--- config.mk ---
export PLATFORM = sky130hd
export DESIGN_NAME = hazard_unit
export DESIGN_NICKNAME = d
export VERILOG_FILES = /design/src/rtl/hazard_unit.sv
export SDC_FILE = /design/constraint.sdc
export NUM_CORES = 1
export LEC_CHECK = 0
export CORE_MARGIN = 3
export CORE_UTILIZATION = 39
export CTS_CLUSTER_SIZE = 40
export DETAILED_ROUTE_END_ITERATION = 10
export PLACE_DENSITY = 0.75
export SYNTH_ARGS = -nofsm -noshare
export SYNTH_HDL_FRONTEND = slang
export SYNTH_SLANG_ARGS = --single-unit
--- constraint.sdc ---
create_clock -name i_clk -period 3.8 [get_ports i_clk]
set_input_delay 1.14 -clock i_clk [delete_from_list [all_inputs] [get_ports i_clk]]
set_output_delay 1.14 -clock i_clk [all_outputs]
set_load 0.01 [all_outputs]
--- src/rtl/hazard_unit.sv ---
// Pipeline hazard controller: load-use bubble, taken-branch flush, data-memory freeze,
// and saturating stall/flush event counters for performance debug.
module hazard_unit #(
    parameter int unsigned CNT_W = 16
) (
    input  logic             i_clk,
    input  logic             i_rst,
    input  logic [6:0]       i_if_id_opcode,
    input  logic [4:0]       i_if_id_rs1,
    input  logic [4:0]       i_if_id_rs2,
    input  logic             i_id_ex_mem_read,
    input  logic [4:0]       i_id_ex_rd,
    input  logic             i_branch_taken,
    input  logic             i_dmem_busy,
    input  logic             i_count_clr,
    output logic             o_pc_write,
    output logic             o_if_id_write,
    output logic             o_id_ex_bubble,
    output logic             o_flush_if_id,
    output logic             o_flush_id_ex,
    output logic             o_flush_ex_mem,
    output logic             o_freeze,
    output logic [CNT_W-1:0] o_stall_count,
    output logic [CNT_W-1:0] o_flush_count
);

    localparam logic [6:0] OP_R    = 7'b0110011;
    localparam logic [6:0] OP_IALU = 7'b0010011;
    localparam logic [6:0] OP_LD   = 7'b0000011;
    localparam logic [6:0] OP_SD   = 7'b0100011;
    localparam logic [6:0] OP_BEQ  = 7'b1100011;
    localparam logic [CNT_W-1:0] CNT_MAX = {CNT_W{1'b1}};

    typedef enum logic [0:0] {
        RUN      = 1'b0,
        MEM_WAIT = 1'b1
    } state_e;

    state_e           state_q, state_d;
    logic             pending_flush_q, pending_flush_d;
    logic [CNT_W-1:0] stall_cnt_q, stall_cnt_d;
    logic [CNT_W-1:0] flush_cnt_q, flush_cnt_d;

    logic uses_rs1, uses_rs2, load_use;
    logic stall_evt, flush_evt;

    // Source-register usage by opcode class
    always_comb begin
        uses_rs1 = 1'b0;
        uses_rs2 = 1'b0;
        case (i_if_id_opcode)
            OP_R, OP_SD, OP_BEQ: begin
                uses_rs1 = 1'b1;
                uses_rs2 = 1'b1;
            end
            OP_IALU, OP_LD: uses_rs1 = 1'b1;
            default: ;
        endcase
    end

    assign load_use = i_id_ex_mem_read && (i_id_ex_rd != 5'd0) &&
                      ((uses_rs1 && (i_id_ex_rd == i_if_id_rs1)) ||
                       (uses_rs2 && (i_id_ex_rd == i_if_id_rs2)));

    // Next state and combinational controls; busy > flush > load-use
    always_comb begin
        state_d         = state_q;
        pending_flush_d = pending_flush_q;
        o_pc_write      = 1'b1;
        o_if_id_write   = 1'b1;
        o_id_ex_bubble  = 1'b0;
        o_flush_if_id   = 1'b0;
        o_flush_id_ex   = 1'b0;
        o_flush_ex_mem  = 1'b0;
        o_freeze        = 1'b0;

        if (i_dmem_busy) begin
            o_freeze      = 1'b1;
            o_pc_write    = 1'b0;
            o_if_id_write = 1'b0;
            state_d       = MEM_WAIT;
            case (state_q)
                MEM_WAIT: pending_flush_d = pending_flush_q | i_branch_taken;
                default:  pending_flush_d = i_branch_taken;
            endcase
        end else begin
            state_d = RUN;
            if (i_branch_taken || pending_flush_q) begin
                o_flush_if_id   = 1'b1;
                o_flush_id_ex   = 1'b1;
                o_flush_ex_mem  = 1'b1;
                pending_flush_d = 1'b0;
            end else if (load_use) begin
                o_pc_write     = 1'b0;
                o_if_id_write  = 1'b0;
                o_id_ex_bubble = 1'b1;
            end
        end

        stall_evt = o_freeze | o_id_ex_bubble;
        flush_evt = o_flush_if_id;

        // Reset forces a safe frozen pipeline immediately
        if (i_rst) begin
            o_pc_write     = 1'b0;
            o_if_id_write  = 1'b0;
            o_id_ex_bubble = 1'b0;
            o_flush_if_id  = 1'b0;
            o_flush_id_ex  = 1'b0;
            o_flush_ex_mem = 1'b0;
            o_freeze       = 1'b1;
        end
    end

    // Saturating event counters; clear wins over increment
    always_comb begin
        stall_cnt_d = stall_cnt_q;
        flush_cnt_d = flush_cnt_q;
        if (i_count_clr) begin
            stall_cnt_d = '0;
            flush_cnt_d = '0;
        end else begin
            if (stall_evt && (stall_cnt_q != CNT_MAX)) stall_cnt_d = stall_cnt_q + CNT_W'(1);
            if (flush_evt && (flush_cnt_q != CNT_MAX)) flush_cnt_d = flush_cnt_q + CNT_W'(1);
        end
    end

    always_ff @(posedge i_clk or posedge i_rst) begin
        if (i_rst) begin
            state_q         <= RUN;
            pending_flush_q <= 1'b0;
            stall_cnt_q     <= '0;
            flush_cnt_q     <= '0;
        end else begin
            state_q         <= state_d;
            pending_flush_q <= pending_flush_d;
            stall_cnt_q     <= stall_cnt_d;
            flush_cnt_q     <= flush_cnt_d;
        end
    end

    assign o_stall_count = stall_cnt_q;
    assign o_flush_count = flush_cnt_q;

endmodule
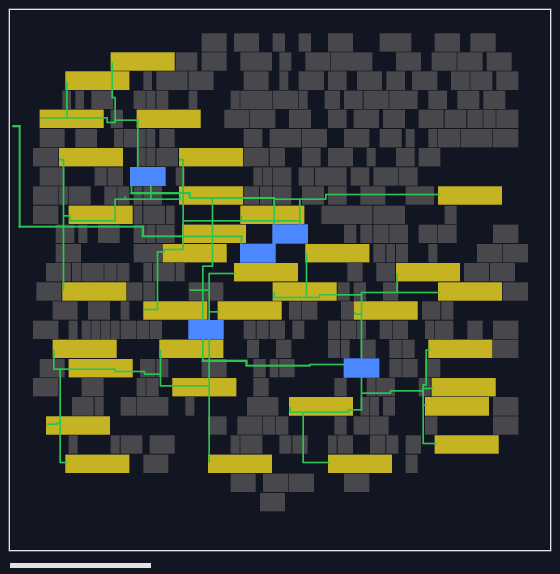
(images/clk_routes.png)
The bar under the picture is 20 microns long.
[clock wires] green | length: 470 microns
[clock drivers] blue | count: 5
[flip-flops] yellow | count: 34
routed clock nets: 6
clk latency late pin: 290 ps
Clock power frac: 36.7%
clock-net power: 0.281 mW
Setup Skew: 8.17 ps

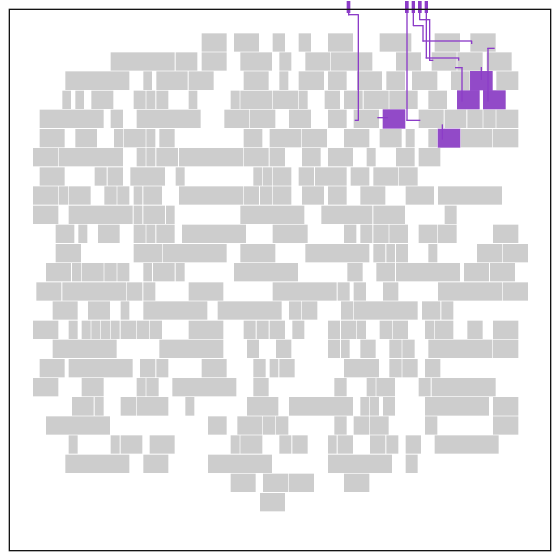
(images/io_fan.png)
[i_if_id_rs2] purple | bits: 5 | direction: input | edge: north | end cells: 5 | buffers: 5 | wire: 87.1 microns
Boundary Pins: 67
input/output buffers: 66

==> results.yml <==
# flow metrics
outcome:
  status: "completed"
global_routing:
  gr-usage-all-layers_pct: 15.9
  grt.busiest_layer: "met2"
  grt_overflow: 0
  grtUsageMet2_pct: 27.4
  use_met3_pct: 3.76
floorplanning:
  core_sq_um: 4790
  tap_cells: 67
  initCoreUtil_pct: 40.7
  dieArea_sq_um: 5880
  rows: 25
  die_w_microns: 76.7
drt:
  dr_wl_met2_mm: 2.46
  vias: 1808
  ant_nets: 0
  viasPerCell: 4.97
  drt-total-wl_mm: 4.65
power_and_ir_drop:
  ir_drop_uv: 175
  p_sw_mw: 0.189
  pg_seq_mw: 0.372
  combPwrFrac_pct: 14.5
synth:
  yosysWarnings: 0
  synthCells: 219
  flop_cell: "dfrtp_1"
  top_logic_kind: "simple AND/OR/NAND/NOR gates"
  syn_area_sq_um: 1950
  ys_sh_xor_pct: 10.8
critical_path:
  worstPathArrival_ps: 2620
  r2r_end: "o_flush_count[12]"
  r2r_start: "o_flush_count[0]"
  cp_slowest_cell: "or4_4"
finish:
  nonClkBufAreaFrac_pct: 27.2
  areaGrowthSynthToFinish_pct: 47.1
  buffers: 81
  logic_gate_count: 169
  clkbuf_count: 6
  fill_cells: 444
timing:
  final.setup.tns_ps: 0
  slew_violations: 0
  post-route-min-period_ps: 3760
  rsz0062_at_grt: "yes"
  hold_violations: 0
placement:
  dp.cells: 355
  dp_hpwl_mm: 3.43
min_path:
  whs_endpoint: "pending_flush_q"
cts:
  cts.path.max_buffers: 2
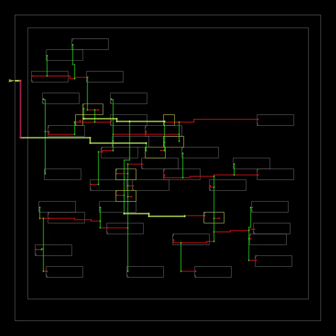
(images/clocks.png)
flop count: 34
clk sink count: 34

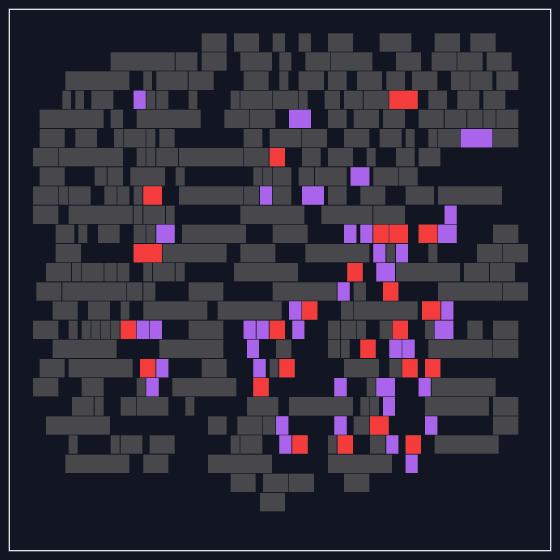
(images/logic_types.png)
[AND and OR gates] red | cells: 24 | most used: or3_1
[inverting AOI/OAI gates] purple | cells: 39 | most used: a21oi_1
combinational share of cell area: 36.2%
Layout Cells excl Fill: 364
dominant logic cell type in the layout: clkdlybuf4s50_1

Power is estimated from default activity; no workload was simulated.
